$ cat config.mk
export PLATFORM = sky130hd
export DESIGN_NAME = adbg_top_sel
export DESIGN_NICKNAME = d
export VERILOG_FILES = /design/src/rtl/adbg_pkg.sv /design/src/rtl/adbg_sel_decode.sv /design/src/rtl/adbg_top_sel.sv
export SDC_FILE = /design/constraint.sdc
export NUM_CORES = 1
export LEC_CHECK = 0
export CORE_MARGIN = 3
export CORE_UTILIZATION = 45
export DETAILED_ROUTE_END_ITERATION = 8
export PLACE_DENSITY_LB_ADDON = 0.15
export SETUP_SLACK_MARGIN = 0.02
export SYNTH_ARGS = -nofsm -noshare
export SYNTH_HDL_FRONTEND = slang
export SYNTH_HIERARCHICAL = 1
export SYNTH_SLANG_ARGS = --single-unit
$ cat constraint.sdc
create_clock -name tck_i -period 2.1 [get_ports tck_i]
set_input_delay 0.63 -clock tck_i [delete_from_list [all_inputs] [get_ports tck_i]]
set_output_delay 0.63 -clock tck_i [all_outputs]
set_load 0.05 [all_outputs]
$ cat src/rtl/adbg_pkg.sv
// Shared constants, status record and ID-range helper for the advanced-debug top-level selector.
package adbg_pkg;

  localparam int ADBG_ID_WIDTH    = 5;
  localparam int ADBG_BCAST_ID    = 31;
  localparam int ADBG_SHIFT_WIDTH = 53;

  typedef struct packed {
    logic                     sel_err;
    logic                     bcast;
    logic [ADBG_ID_WIDTH-1:0] id;
  } adbg_top_status_t;

  function automatic logic adbg_id_valid(input int id, input int nb);
    return (id >= 0) && (id < nb);
  endfunction

endpackage

$ cat src/rtl/adbg_sel_decode.sv
// Combinational decode of the module-ID register / broadcast flag into per-module selects and the TDO mux index.
module adbg_sel_decode
  import adbg_pkg::*;
#(
  parameter int NB_MODULES = 5,
  parameter int ID_WIDTH   = ADBG_ID_WIDTH,
  parameter int IDX_W      = 3
) (
  input  logic [ID_WIDTH-1:0]   id_i,
  input  logic                  bcast_i,
  output logic [NB_MODULES-1:0] module_select_o,
  output logic [IDX_W-1:0]      tdo_idx_o,
  output logic                  tdo_en_o
);

  always_comb begin
    module_select_o = '0;
    tdo_idx_o       = '0;
    tdo_en_o        = 1'b0;
    // Broadcast drives every CPU module; the first CPU answers on TDO.
    if (bcast_i) begin
      module_select_o = {{(NB_MODULES-1){1'b1}}, 1'b0};
      tdo_idx_o       = IDX_W'(1);
      tdo_en_o        = 1'b1;
    end else if (adbg_id_valid(32'(id_i), NB_MODULES)) begin
      module_select_o = NB_MODULES'(1) << id_i;
      tdo_idx_o       = IDX_W'(id_i);
      tdo_en_o        = 1'b1;
    end
  end

endmodule

$ cat src/rtl/adbg_top_sel.sv
// Advanced-debug chain selector: DR shift register, module-ID/broadcast/error state, select decode and TDO mux.
// Optional feature macro ADBG_TOP_STATUS_EN: Capture-DR loads {sel_err, bcast, id} and clears sel_err.
module adbg_top_sel
  import adbg_pkg::*;
#(
  parameter int NB_MODULES  = 5,
  parameter int ID_WIDTH    = ADBG_ID_WIDTH,
  parameter int SHIFT_WIDTH = ADBG_SHIFT_WIDTH,
  parameter int BCAST_ID    = ADBG_BCAST_ID
) (
  input  logic                   tck_i,
  input  logic                   trstn_i,
  input  logic                   tdi_i,
  output logic                   tdo_o,
  input  logic                   shift_dr_i,
  input  logic                   capture_dr_i,
  input  logic                   update_dr_i,
  input  logic                   debug_select_i,
  output logic [SHIFT_WIDTH-1:0] data_register_o,
  output logic [NB_MODULES-1:0]  module_select_o,
  input  logic [NB_MODULES-1:0]  module_inhibit_i,
  input  logic [NB_MODULES-1:0]  module_tdo_i,
  output logic                   bcast_o,
  output logic [ID_WIDTH-1:0]    sel_id_o,
  output logic                   sel_err_o
);

  localparam int IDX_W = (NB_MODULES > 1) ? $clog2(NB_MODULES) : 1;

  if (((2 ** ID_WIDTH) <= NB_MODULES) || (BCAST_ID < NB_MODULES) ||
      (BCAST_ID >= (2 ** ID_WIDTH)) || (SHIFT_WIDTH < ID_WIDTH + 5)) begin : g_param_chk
    $error("adbg_top_sel: inconsistent NB_MODULES/ID_WIDTH/SHIFT_WIDTH/BCAST_ID");
  end

  logic [SHIFT_WIDTH-1:0] sr_q, sr_d;
  logic [ID_WIDTH-1:0]    id_q, id_d;
  logic                   bcast_q, bcast_d;
  logic                   err_q, err_d;

  logic                   cmd;
  logic [ID_WIDTH-1:0]    id_in;
  logic                   inhibit;
  logic                   sel_upd;
  logic [IDX_W-1:0]       tdo_idx;
  logic                   tdo_en;

  assign cmd     = sr_q[SHIFT_WIDTH-1];
  assign id_in   = sr_q[SHIFT_WIDTH-2 -: ID_WIDTH];
  assign inhibit = |module_inhibit_i;
  assign sel_upd = debug_select_i & update_dr_i & cmd;

  always_comb begin
    sr_d    = sr_q;
    id_d    = id_q;
    bcast_d = bcast_q;
    err_d   = err_q;

    if (debug_select_i) begin
      if (capture_dr_i) begin
`ifdef ADBG_TOP_STATUS_EN
        sr_d  = SHIFT_WIDTH'({err_q, bcast_q, id_q});
        err_d = 1'b0;
`endif
      end else if (shift_dr_i) begin
        sr_d = {tdi_i, sr_q[SHIFT_WIDTH-1:1]};
      end
    end

    // Evaluated after the status clear so a rejection in the same cycle keeps the flag set.
    if (sel_upd) begin
      if (inhibit) begin
        err_d = 1'b1;
      end else if (id_in == ID_WIDTH'(BCAST_ID)) begin
        bcast_d = 1'b1;
        id_d    = id_in;
      end else begin
        bcast_d = 1'b0;
        id_d    = id_in;
        if (!adbg_id_valid(32'(id_in), NB_MODULES)) begin
          err_d = 1'b1;
        end
      end
    end
  end

  always_ff @(posedge tck_i or negedge trstn_i) begin
    if (!trstn_i) begin
      sr_q    <= '0;
      id_q    <= '0;
      bcast_q <= 1'b0;
      err_q   <= 1'b0;
    end else begin
      sr_q    <= sr_d;
      id_q    <= id_d;
      bcast_q <= bcast_d;
      err_q   <= err_d;
    end
  end

  adbg_sel_decode #(
    .NB_MODULES(NB_MODULES),
    .ID_WIDTH  (ID_WIDTH),
    .IDX_W     (IDX_W)
  ) u_decode (
    .id_i           (id_q),
    .bcast_i        (bcast_q),
    .module_select_o(module_select_o),
    .tdo_idx_o      (tdo_idx),
    .tdo_en_o       (tdo_en)
  );

  assign tdo_o           = tdo_en & module_tdo_i[tdo_idx];
  assign data_register_o = sr_q;
  assign sel_id_o        = id_q;
  assign bcast_o         = bcast_q;
  assign sel_err_o       = err_q;

endmodule
==> job_summary.md <==
### Flow metrics

| Metric | Value |
|---|---|
| Outcome | complete, but fails checks |
| Failing checks | setup timing |
| Initial antenna violation count | 0 |
| Cell accounting for the most synthesized area | dfrtp_1 |
| Final net count | 285 |
| Top Ports | 83 |
| CP startpoint | sel_id_o[2] |
| Required @ worst endpoint | 1.47 ns |
| Largest net degree at the start of global routing | approximately 61 |
| CTS buffer count | 9 |
| Clock-pin slew on the worst setup and hold paths | 0.07 ns |
| Chip height | 79.7 µm |
| Most utilized layer in the global route result | met2 |
| Port-buffer cells | just over 80 |
| DR WL/cell | between 10 and 15 µm |
| Setup crit end | tdo_o |
| Unrepaired setup endpoints after global routing | true |
| Sink Count | 60 |
| # DRC | 0 |
| Yosys top cell area share | 61.4% |
| Via count | 1699 |
| Gp weighted congestion | about 0.79 |
| Synth Seq Share | 61.4% |
| Final worst-path cycle share | 119% |
| Net Count, Synth | 177 |
| WP data arrival | roughly 1.9 ns |
| Total power | 3.23 mW |
| Grt met2 use | 28.0% |
| Register bit total from synthesis | 60 |
| Flop pwr share | 41.7% |
| Post-layout util | a little under three quarters |
| Maxcap violations | 0 |
| Worst hold-check path type | primary input to async pin |
| Switching Fraction | between 30% and 40% |
| Fraction of layout cells with a size suffix above 1 | 65.8% |
| FF-to-FF Start | data_register_o[52] |
| Sequential Power | 1.35 mW |
| CP Max Fanout | 4 |
| Total grt overflow | 0 |
| Detailed Routing Iterations Pass 1 | 4 |
| Final HPWL from detailed placement | around 3500 µm |
| P&R area growth vs syn | 49.9% |
| Die area | 0.00636 mm² |
| CP cell instances | inv_2 -> a41o_1 -> mux4_2 -> nand3b_1 -> nand2_4 -> buf_8 |
| Final setup margin | -0.395 ns |
| Mapped cell area | between 0.002 and 0.0025 mm² |
| Pleak | ~1.9 nW |
| P_clk | 1.00 mW |
| Clock root buffer | clkbuf_8 |
| Mapped Avg Cell Area | about 15 µm² |
| # setup viols final | 3 |
| YS chip area | 0.00245 mm² |
| Slowest CP cell | mux4_2 |
| Kind of cell adding the most delay to the critical path | multiplexers |
| Metal-1 WL | roughly 2000 µm |
| H-Tree Depth | 3 |
| Routed met2 length | 2550 µm |
| Top cells by area | dfrtp_1, mux2_2, buf_2, mux4_2, nor2_1 |
| Tool warning count | 29 |
| Worst setup path category | register to primary output |
| Most used logic cell in the final layout | buf_4 |
| Yosys warning total | 6 |
| Total wire length after detailed routing | 5030 µm |
| Highest metal used | met4 |
| Worst reg2reg setup slack | 0.77 ns |
| ANT cells | 0 |
| Combinational Power | 0.884 mW |
| Total global-route track usage | approximately 17% |
| CTS tree | built |
| Met1 Resource Use GR | about a fifth |
| Slowest stage delay, CP | 0.50 ns |
| FMAX | 401 MHz |
| Syn Inst Count | 160 |
| Share of power burned in combinational logic | 27.3% |
| Distinct lib cells | 25 |
| PwrDens | around 880 mW/mm² |
| CP Buf/Inv Count | 2 |
| Max-slew headroom | 67.7% |
| Min cycle time layout | between 2 and 2.5 ns |
[flip-flops by register name (all words and copies together) (netlist names)]
signal	flops
data_register_o	53
sel_err_o	1
bcast_o	1
sel_id_o	5
[timing repair]
action	in CTS	in global routing
gates resized	8	5
buffers inserted	3	2
setup endpoints to repair	5	12
pin swaps	8	5
[area by class of cell]
cell class	instances	area share, %
multi-input combinational	92	25.7
clock inverter	4	1.37
sequential	60	41.2
clock buffer	11	3.86
timing repair buffer	102	25.2
tap	70	2.39
inverter	3	0.307
[through the flow]
step | cells | instance area [µm²] | setup slack (ns) | hold slack (ns) | TNS, ns
floorplan | 160 | 2460 | -0.101 | 0.334 | -0.101
global placement | 323 | 3400 | -0.372 | 0.488 | -1.91
detailed placement | 323 | 3400 | -0.393 | 0.492 | -2.05
CTS | 341 | 3640 | -0.424 | 0.295 | -0.664
global route | 342 | 3670 | -0.493 | 0.304 | -0.829
finish | 342 | 3670 | -0.395 | 0.292 | -0.454
[synth_stat cells (all sizes together)]
| library cell | number |
|---|---|
| a41o | 2 |
| and2 | 1 |
| and3 | 2 |
| nand3 | 2 |
| inv | 3 |
| nor2 | 6 |
| mux4 | 1 |
| or4 | 1 |
| a31oi | 1 |
| nor3b | 1 |
| a21o | 1 |
| nand4 | 1 |
| buf | 5 |
| o2bb2ai | 1 |
| nand2 | 2 |
| mux2 | 59 |
| a21oi | 1 |
| nor3 | 3 |
| nand3b | 2 |
| dfrtp | 60 |
| a31o | 3 |
| o21ai | 2 |
[cells by family (layout without fill, tap and decap cells)]
kind of cell	Yosys count	count (layout)	share of synthesized area (%)
AOI/OAI and AO/OA	11	11	3.48
muxes	60	60	28.1
buffers and inverters	8	120	1.48
DFF	60	60	61.4
and+or+nand+nor	21	21	5.58
Fig. 1: placement density heat map
8 x 8 tiles, from white (low) to dark blue (high), 0 to 100% covered.
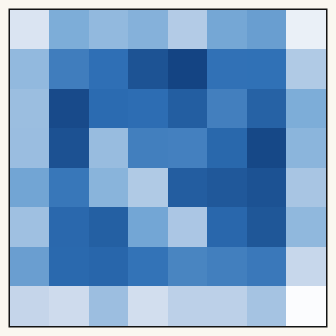
mean over tiles: 56%
fullest tile: 92%
nearly empty tiles: 1.6%

Fig. 2: routed clock nets over the placement
The bar under the picture is 20 µm long.
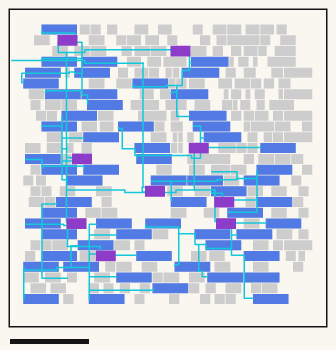
[purple] clock-net drivers | count: 9
[blue] flip-flops | count: 60
[cyan] clock wires | length: 732 µm
flops lie: widely spread

Fig. 3: pin map
Pins as bars across the die edge, other pins in gray.
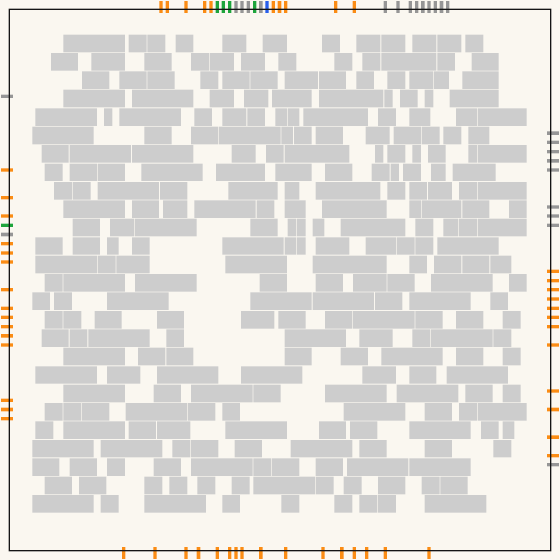
| color | port | pins | direction | edge |
|---|---|---|---|---|
| orange | data_register_o | 53 | output | 16 south, 15 west, 12 east, 10 north |
| blue | sel_err_o | 1 | output | north |
| green | module_inhibit_i | 5 | input | 4 north, 1 west |

Fig. 4: met3 routing
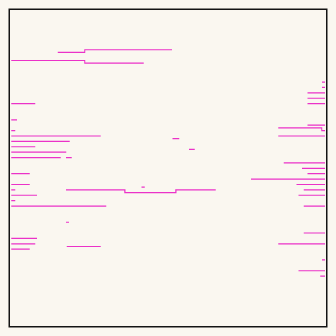
share of all routed wire: 7.4%
main direction: horizontal
wire length on this layer: 373 µm
longest straight run: 23.7 µm

Fig. 5: cell outlines without signal wires
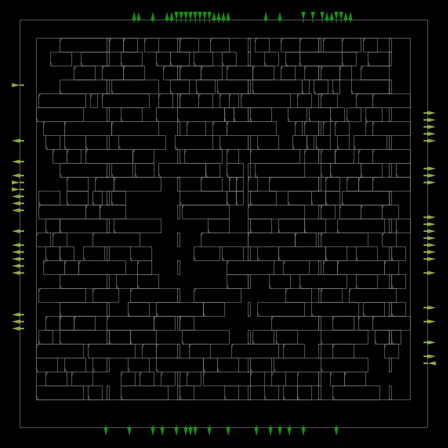
n_taps: 70
Core ar.: 0.00517 mm²
Std-Cell Rows: 26

Power figures rest on the tool's default switching activity, not on a simulated workload.
